[src/rtl/dec_ascii_writer.sv]
// Serialises signed words as ASCII decimal text: [sign] digits terminator, one char per handshake.
// Define DEC_ASCII_WRITER_PLUS_EN to prefix non-negative values with '+'.
module dec_ascii_writer #(
  parameter int          WIDTH     = 32,
  parameter int          NDIG      = 10,
  parameter logic [7:0]  TERM_CHAR = 8'h0A
) (
  input  logic             clk,
  input  logic             rst,
  input  logic             in_valid,
  output logic             in_ready,
  input  logic [WIDTH-1:0] in_data,
  output logic             out_valid,
  input  logic             out_ready,
  output logic [7:0]       out_char,
  output logic             out_last,
  output logic             busy
);
  localparam int CW = $clog2(WIDTH + 1);
  localparam int IW = (NDIG > 1) ? $clog2(NDIG) : 1;

  typedef enum logic [2:0] {IDLE, CONVERT, EMIT_SIGN, EMIT_DIG, EMIT_TERM} state_t;
  state_t state, state_nxt;

  logic                     neg;
  logic [WIDTH-1:0]         mag, mag_in;
  logic [NDIG-1:0][3:0]     bcd, adj, bcd_sh;
  logic [NDIG*4-1:0]        adj_flat;
  logic [CW-1:0]            cnt;
  logic [IW-1:0]            idx, idx_top;

  // |in_data|; the most negative value wraps onto 2^(WIDTH-1), which is correct as unsigned
  assign mag_in = in_data[WIDTH-1] ? (~in_data + WIDTH'(1)) : in_data;

  for (genvar g = 0; g < NDIG; g++) begin : g_adj
    assign adj[g] = (bcd[g] >= 4'd5) ? bcd[g] + 4'd3 : bcd[g];
  end
  assign adj_flat = adj;
  assign bcd_sh   = {adj_flat[NDIG*4-2:0], mag[WIDTH-1]};

  // highest non-zero digit of the final shift result; 0 when the value is zero
  always_comb begin
    idx_top = '0;
    for (int i = 0; i < NDIG; i++)
      if (bcd_sh[i] != 4'd0) idx_top = IW'(i);
  end

  always_ff @(posedge clk) begin
    if (rst) begin
      state <= IDLE;
      neg   <= 1'b0;
      mag   <= '0;
      bcd   <= '0;
      cnt   <= '0;
      idx   <= '0;
    end else begin
      state <= state_nxt;
      case (state)
        IDLE: if (in_valid) begin
          neg <= in_data[WIDTH-1];
          mag <= mag_in;
          bcd <= '0;
          cnt <= CW'(WIDTH);
        end
        CONVERT: begin
          bcd <= bcd_sh;
          mag <= {mag[WIDTH-2:0], 1'b0};
          cnt <= cnt - CW'(1);
          if (cnt == CW'(1)) idx <= idx_top;
        end
        EMIT_DIG: if (out_ready && idx != '0) idx <= idx - IW'(1);
        default: ;
      endcase
    end
  end

  // outputs are decoded from registered state only, so they hold while stalled
  always_comb begin
    state_nxt = state;
    in_ready  = 1'b0;
    out_valid = 1'b0;
    out_last  = 1'b0;
    out_char  = 8'h00;
    busy      = (state != IDLE);
    case (state)
      IDLE: begin
        in_ready = 1'b1;
        if (in_valid) state_nxt = CONVERT;
      end
      CONVERT: if (cnt == CW'(1)) begin
`ifdef DEC_ASCII_WRITER_PLUS_EN
        state_nxt = EMIT_SIGN;
`else
        state_nxt = neg ? EMIT_SIGN : EMIT_DIG;
`endif
      end
      EMIT_SIGN: begin
        out_valid = 1'b1;
`ifdef DEC_ASCII_WRITER_PLUS_EN
        out_char  = neg ? 8'h2D : 8'h2B;
`else
        out_char  = 8'h2D;
`endif
        if (out_ready) state_nxt = EMIT_DIG;
      end
      EMIT_DIG: begin
        out_valid = 1'b1;
        out_char  = 8'h30 + {4'h0, bcd[idx]};
        if (out_ready && idx == '0) state_nxt = EMIT_TERM;
      end
      EMIT_TERM: begin
        out_valid = 1'b1;
        out_last  = 1'b1;
        out_char  = TERM_CHAR;
        if (out_ready) state_nxt = IDLE;
      end
      default: state_nxt = IDLE;
    endcase
  end
endmodule

[config.mk]
export PLATFORM = sky130hd
export DESIGN_NAME = dec_ascii_writer
export DESIGN_NICKNAME = d
export VERILOG_FILES = /design/src/rtl/dec_ascii_writer.sv
export SDC_FILE = /design/constraint.sdc
export NUM_CORES = 1
export LEC_CHECK = 0
export CAP_MARGIN = 20
export CELL_PAD_IN_SITES_DETAIL_PLACEMENT = 0
export CELL_PAD_IN_SITES_GLOBAL_PLACEMENT = 1
export CORE_MARGIN = 3
export CORE_UTILIZATION = 44
export CTS_CLUSTER_SIZE = 12
export DETAILED_ROUTE_END_ITERATION = 7
export PLACE_DENSITY = 0.89
export SLEW_MARGIN = 20
export SYNTH_ARGS = -nofsm -noshare
export SYNTH_HDL_FRONTEND = slang
export SYNTH_SLANG_ARGS = --single-unit
[constraint.sdc]
create_clock -name clk -period 3.75 [get_ports clk]
set_input_delay 0.9375 -clock clk [delete_from_list [all_inputs] [get_ports clk]]
set_output_delay 0.9375 -clock clk [all_outputs]
set_load 0.005 [all_outputs]
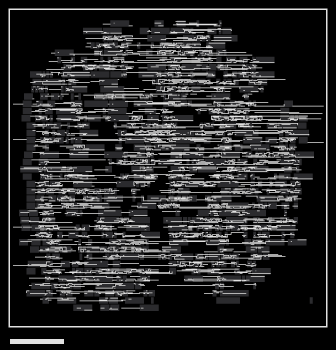
run_1/met1.png
Scale bar: 20 um.
main direction: horizontal
share of all routed wire: 46%
Routed WL: 14400 um
vias after detailed routing: 5270
met1 usage: 27.6%

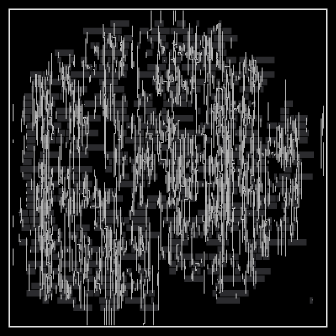
run_1/met2.png
main direction: vertical
nets with wire on the layer: 640
longest straight run: 45.6 um
share of all routed wire: 48%
wire length on this layer: 6840 um
global-route met2 utilization: 35.1%

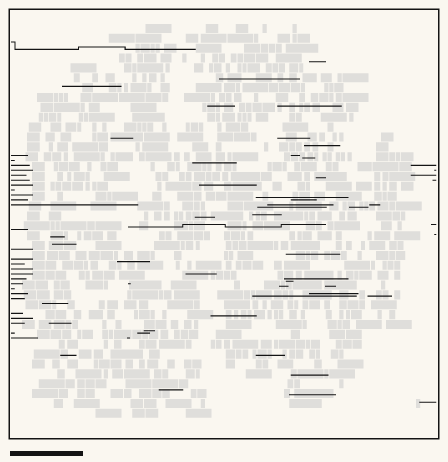
run_1/met3.png
Scale bar: 20 um.
main direction: horizontal
nets with wire on the layer: 65
longest straight run: 34.7 um
wire length on this layer: 677 um
GR Layer Usage met3: 2.98%

==> git commit body, run 1 <==
Add synthesis and place-and-route results

- First-pass GRT wire length: 24300 um
* Sequential cell count: 86
* Max cap viols: 0
* Endpoints failing setup: 0
- Worst setup endpoint: out_char[3]
* Leakage Power: 2.25 nW
* FF-to-FF setup slack: 1.36 ns
- Counting the clock-network buffers in the layout gives 12.
- Per the synthesis report, the dominant area consumer among library cells is sky130_fd_sc_hd__dfxtp_1.
* Count of flip-flops with a built-in enable after synthesis: 0
- The most critical min-delay path falls under reg -> reg.
* Relative slew slack: 40.3%
- The startpoint identified for the worst register-to-register timing path is state[0].
- Among the non-sequential cells, AND-OR/OR-AND gates take the most area.
- Clock group power: 947 uW
- The flow inserted about 170 tap cells.
- Die Y: 118 um
- In this run the VDD rail shows a maximum IR drop of between 0.15 and 0.2 mV.
- Entering global routing, the biggest net connects 85 pins.
* Main area contributors after synthesis: sky130_fd_sc_hd__dfxtp_1, sky130_fd_sc_hd__nor2_1, sky130_fd_sc_hd__ha_1, sky130_fd_sc_hd__a21oi_1, sky130_fd_sc_hd__o21ai_0
- Sequential cell area share: between 20% and 30%
- Hold Buf Count CTS: 0
* Synthesized area per cell: 7.81 um2
- Worst hold path cell count: 2
- The number of antenna violations at the first check in global routing was 0.
* Number of cells produced by synthesis: 706
- Startpoint kind of the worst setup timing path: flop
* ANT nets after route: 0
- Post-route fraction of the period consumed by the critical path: 93.0%
* Number of distinct library cells after synthesis: 57
- Final total negative setup slack: 0 ns
- Worst reg-to-reg path cell count: 5
- Counting endpoints that fail hold in the final report gives 0.
- FF-to-FF End: bcd[21]
- Setup repair after global routing left no endpoint under its margin.
- Stages on the worst setup path: 5
* Most frequently placed logic cells in the final layout: sky130_fd_sc_hd__nor2_1, sky130_fd_sc_hd__dfxtp_1, sky130_fd_sc_hd__a21oi_1
- Result of the run: complete, no violations
- The synthesis run shows multiplexers occupying ~6.7% of the cell area.
- The worst setup path is captured at an output port.
- Source of the worst hold timing path: mag[31]
* Heaviest power group: registers
- For this run, the script counts the antenna cells in the layout as 0.
- Commonest cells in the synthesized netlist: sky130_fd_sc_hd__nor2_1, sky130_fd_sc_hd__dfxtp_1, sky130_fd_sc_hd__a21oi_1, sky130_fd_sc_hd__nand2_1, sky130_fd_sc_hd__o21ai_0
- The internal power of the cells totals 1.74 mW.
* First-pass iteration count of the detailed router: 5
- Stage-log warning count: 37
- Top cell excl fill/tap: sky130_fd_sc_hd__nor2_1
- Once iteration 0 of detailed routing completed, the report listed 388 DRC markers.
- HPWL after DPL: 10000 um
- Total power divided by cell area: 394 mW/mm2
* Power drawn by the sequential cells: 1.03 mW
* Fmax: 0.287 GHz
- Non-Clock Inverter Count: 34
* Buffer count from post-CTS setup fixing: 0
- For this run, the chip area from Yosys synthesis comes to ~0.0055 mm2.
* Synth async-reset ratio: 0%
* Category of cells accounting for the largest share of critical-path delay: multiplexers
* Number of buffer and inverter stages on the critical path: 1
- Classification of the worst setup path: reg -> out
* Dominant class by area: multi-input combinational cells
- Summing all non-filler instances in the final layout gives an area of 0.00642 mm2.
- In the Yosys report the total cell count is a little over 700.
- Cell row count: 40
- Flip-flop and latch count after synthesis: 86
- Most frequently used flop master after synthesis: sky130_fd_sc_hd__dfxtp_1
- The synthesized netlist devotes a little under a quarter of its cell area to simple gates.
* Clock slew seen by the registers of the worst setup and hold paths: 0.07 ns
* TritonCTS buffer count: 9
- The CTS log lists the clock sinks for this run as ~86.
- Dividing the detail-routed wire length by the instance count gives 15.9 um.
- Fillers: 1199
* Via count of the first global-routing pass: 5009
- Period minus WS final: 3.49 ns
- Number of I/O pins: 48
- Destination of the worst hold path: bcd[0]
- Summing all multi-input logic gate instances after layout gives between 0.003 and 0.004 mm2.
- Synthesized-area fraction occupied by adder cells: 5.44%
* Register area: roughly 0.0017 mm2
- Width of the die: approximately 120 um
- Final worst clock skew: between 0.006 and 0.007 ns
* Max Slew Vio Count: 0
- Data required time at the worst endpoint: roughly 2.8 ns
- In this run the power spent charging and discharging nets is 783 uW.
- Warnings reported by Yosys during synthesis add up to 0.
- Critical path arrival: 2.55 ns
- Area fraction in compound gates after synthesis: approximately 23%
* Sum of internal, switching and leakage power: 2.53 mW
* Number of buffers other than clock buffers in the final layout: 57
-- run 1: metal layers --
| metal | wire, um | global-route usage (%) |
|---|---|---|
| met5 | 0 | 0 |
| met2 | 6840 | 35.1 |
| met4 | 193 | 7.18 |
| met3 | 677 | 2.98 |
| met1 | 6680 | 27.6 |
-- run 1: metrics by stage --
stage          instances  utilization [%]  hold WS, ns  worst slack, ns
5_1_grt              905             53.0        0.491           0.0637
2_1_floorplan        707                -        0.432            0.703
6_report             905             53.0        0.456            0.262
3_3_place_gp         889             50.4        0.445            0.150
3_5_place_dp         889             50.4        0.447            0.140
4_1_cts              905             53.0        0.457            0.240
-- run 1: sequential cells by signal, indices dropped and copies added (netlist names) --
| name | flops |
|---|---|
| bcd | 40 |
| mag | 32 |
| cnt | 6 |
| idx | 4 |
| state | 3 |
| neg | 1 |
run_1/final_placement.png
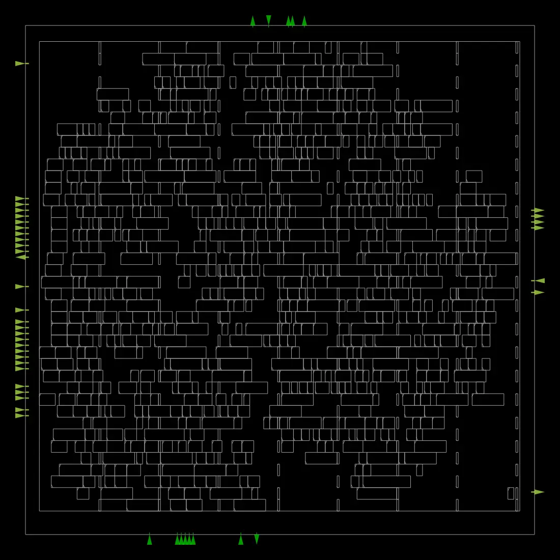

==> run 2, diff against run 1 <==
- CAP_MARGIN: 20 -> default
- CORE_MARGIN: 3 -> 5
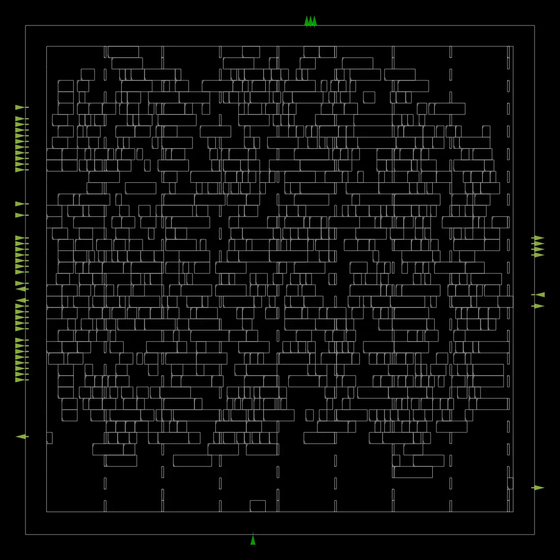
run_2/final_placement.png
TAP cells: 172
Fillers: 1214
non-filler instance count after layout: 908
cell row count: 41

==> run 2 against run 1 <==
Clock-buffer cell count is 1 lower. Clock power increased by 6%. Clock skew is essentially flat. Non-clock buffer count shrank 1. Via count down 0.40%. Power grew 2.1%. Die area is 6.9% higher. Cell area is 0.33% higher. Sequential power barely moved. Sequential share of layout area fell by 0.069 points. Largest power group unchanged.
==> git commit body, run 2 <==
Add synthesis and place-and-route results

- The compound-gate portion of the synthesized area is 22.7% (unchanged).
- Setup repair after global routing missed its margin: false
- The main area contributors are sky130_fd_sc_hd__dfxtp_1, sky130_fd_sc_hd__nor2_1, sky130_fd_sc_hd__ha_1, sky130_fd_sc_hd__a21oi_1, sky130_fd_sc_hd__o21ai_0.
- Heaviest power group: registers
- The multi-input logic area was 0.00351 mm2 (unchanged).
* TritonCTS buffer count: 9 (unchanged)
* Category of cells accounting for the largest share of critical-path delay: multiplexers
- Commonest cells in the synthesized netlist: sky130_fd_sc_hd__nor2_1, sky130_fd_sc_hd__dfxtp_1, sky130_fd_sc_hd__a21oi_1, sky130_fd_sc_hd__nand2_1, sky130_fd_sc_hd__o21ai_0
- The worst path required time is 2.81 ns (about the same).
* Sequential cell count: 86 (unchanged)
- Top flop regs: bcd: 40 flops, mag: 32 flops, cnt: 6 flops
- The count of distinct cell types in the synthesized netlist came to 57 (unchanged).
- Stages on the worst setup path: 5 (unchanged)
- The largest register by flop count is bcd.
- The total half-perimeter wirelength after legalization and detailed placement came to 10200 um (+1.6%).
- Number of sinks handled by clock tree synthesis: 86 (unchanged)
- Synth async-reset ratio: 0% (unchanged)
- ANT nets after route: 0 (unchanged)
* Main logic family: AND-OR/OR-AND gates
* Detailed-routed wire length on met2: 6780 um (-0.92%)
- Average wire per cell in the routed design: 15.6 um (-1.6%)
- The reported leakage power was 2.26 nW (+0.39%).
* Sequential cell area share: 26.8% (-0.069 points)
- First-pass iteration count of the detailed router: 5 (unchanged)
* Met1 usage: 25.4% (-2.2 points)
- Final worst clock skew: 0.00705 ns (+0.0000809 ns)
- The global routing usage on met3 is 2.97% (-0.0081 points).
- Classification of the worst setup path: reg -> out
- Vias after detailed routing: 5249 (-0.40%)
- Width of the die: 122 um (+3.4%)
- Hold slack final: 0.455 ns (-0.000650 ns)
- Summed standard-cell area reported by yosys: 0.00552 mm2 (unchanged)
- Max cap viols: 0 (unchanged)
* Destination of the worst hold path: neg
* Most frequently used flop master after synthesis: sky130_fd_sc_hd__dfxtp_1
* Startpoint kind of the worst setup timing path: flop
- Global-route met2 utilization: 32.6% (-2.5 points)
- Clock slew seen by the registers of the worst setup and hold paths: 0.07 ns (about the same)
* Simple-Gate Area Share: 22.6% (unchanged)
- Result of the run: complete, no violations
- The count of clock-net buffers in the final layout is 11 (-1).
- The met1 routed wirelength after detailed routing is 6520 um (-2.4%).
- Flip-flop and latch count after synthesis: 86 (unchanged)
- Top cell excl fill/tap: sky130_fd_sc_hd__nor2_1
- Relative slew slack: 39.0% (-1.3 points)
- Count of flip-flops with a built-in enable after synthesis: 0 (unchanged)
- Hold Buf Count CTS: 0 (unchanged)
* Uppermost routed layer: met4
- The count of inserted antenna diode cells is 0 (unchanged).
- Sorting the Yosys area breakdown by cell type puts at the top sky130_fd_sc_hd__dfxtp_1.
- The net switching power was 770 uW (-1.7%).
- The share of the cycle needed by the critical path after routing was 90.5% (-2.5 points).
- Pint: 1.81 mW (+3.7%)
- Critical path arrival: 2.46 ns (-0.09 ns)
* Endpoints failing setup: 0 (unchanged)
- Launching point of the worst reg2reg path: state[2]
* Synthesized-area fraction occupied by adder cells: 5.44% (unchanged)
- Routed WL: 14200 um (-1.3%)
* Max FFs per register: 40 (unchanged)
* Number of cells produced by synthesis: 706 (unchanged)
- The number of antenna violations at the first check in global routing was 0 (unchanged).
- The number of non-clock inverters in the layout came to 34 (unchanged).
* Most frequently placed logic cells in the final layout: sky130_fd_sc_hd__nor2_1, sky130_fd_sc_hd__dfxtp_1, sky130_fd_sc_hd__a21oi_1
* Dominant class by area: multi-input combinational cells
- The multiplexer share of the synthesized area came to 6.72% (unchanged).
- The count of cells along the worst hold path is 2 (unchanged).
- The cell count of the worst reg-to-reg path is 8 (+3).
- The clock distribution power is 1.00 mW (+6%).
* Number of cells in Yosys stat: 706 (unchanged)
- The final cell utilization of the core was 51.7% (-1.3 points).
- Synthesized area per cell: 7.81 um2 (unchanged)
- Count of final hold-check violations: 0 (unchanged)
* First-pass GRT wire length: 23700 um (-2.5%)
==> run 2: netlist changes by cell type in the layout (fill, tap and decap cells not counted) <==
cell,delta
sky130_fd_sc_hd__dfxtp_2,+1
sky130_fd_sc_hd__dfxtp_1,-1
sky130_fd_sc_hd__clkbuf_1,-1
sky130_fd_sc_hd__clkinv_2,+1
sky130_fd_sc_hd__bufinv_16,+1
sky130_fd_sc_hd__clkinv_4,-1
sky130_fd_sc_hd__buf_4,-1
==> run 2: stage by stage <==
| step | std cells | instance area (um2) | total power [mW] |
|---|---|---|---|
| floorplan | 707 | 5520 | 1.39 |
| global placement | 892 | 6100 | 1.58 |
| detailed placement | 892 | 6100 | 1.60 |
| CTS | 908 | 6440 | 2.60 |
| global route | 908 | 6440 | 2.69 |
| finish | 908 | 6440 | 2.58 |
No activity file was given, so power comes from the tool's default toggle rates.
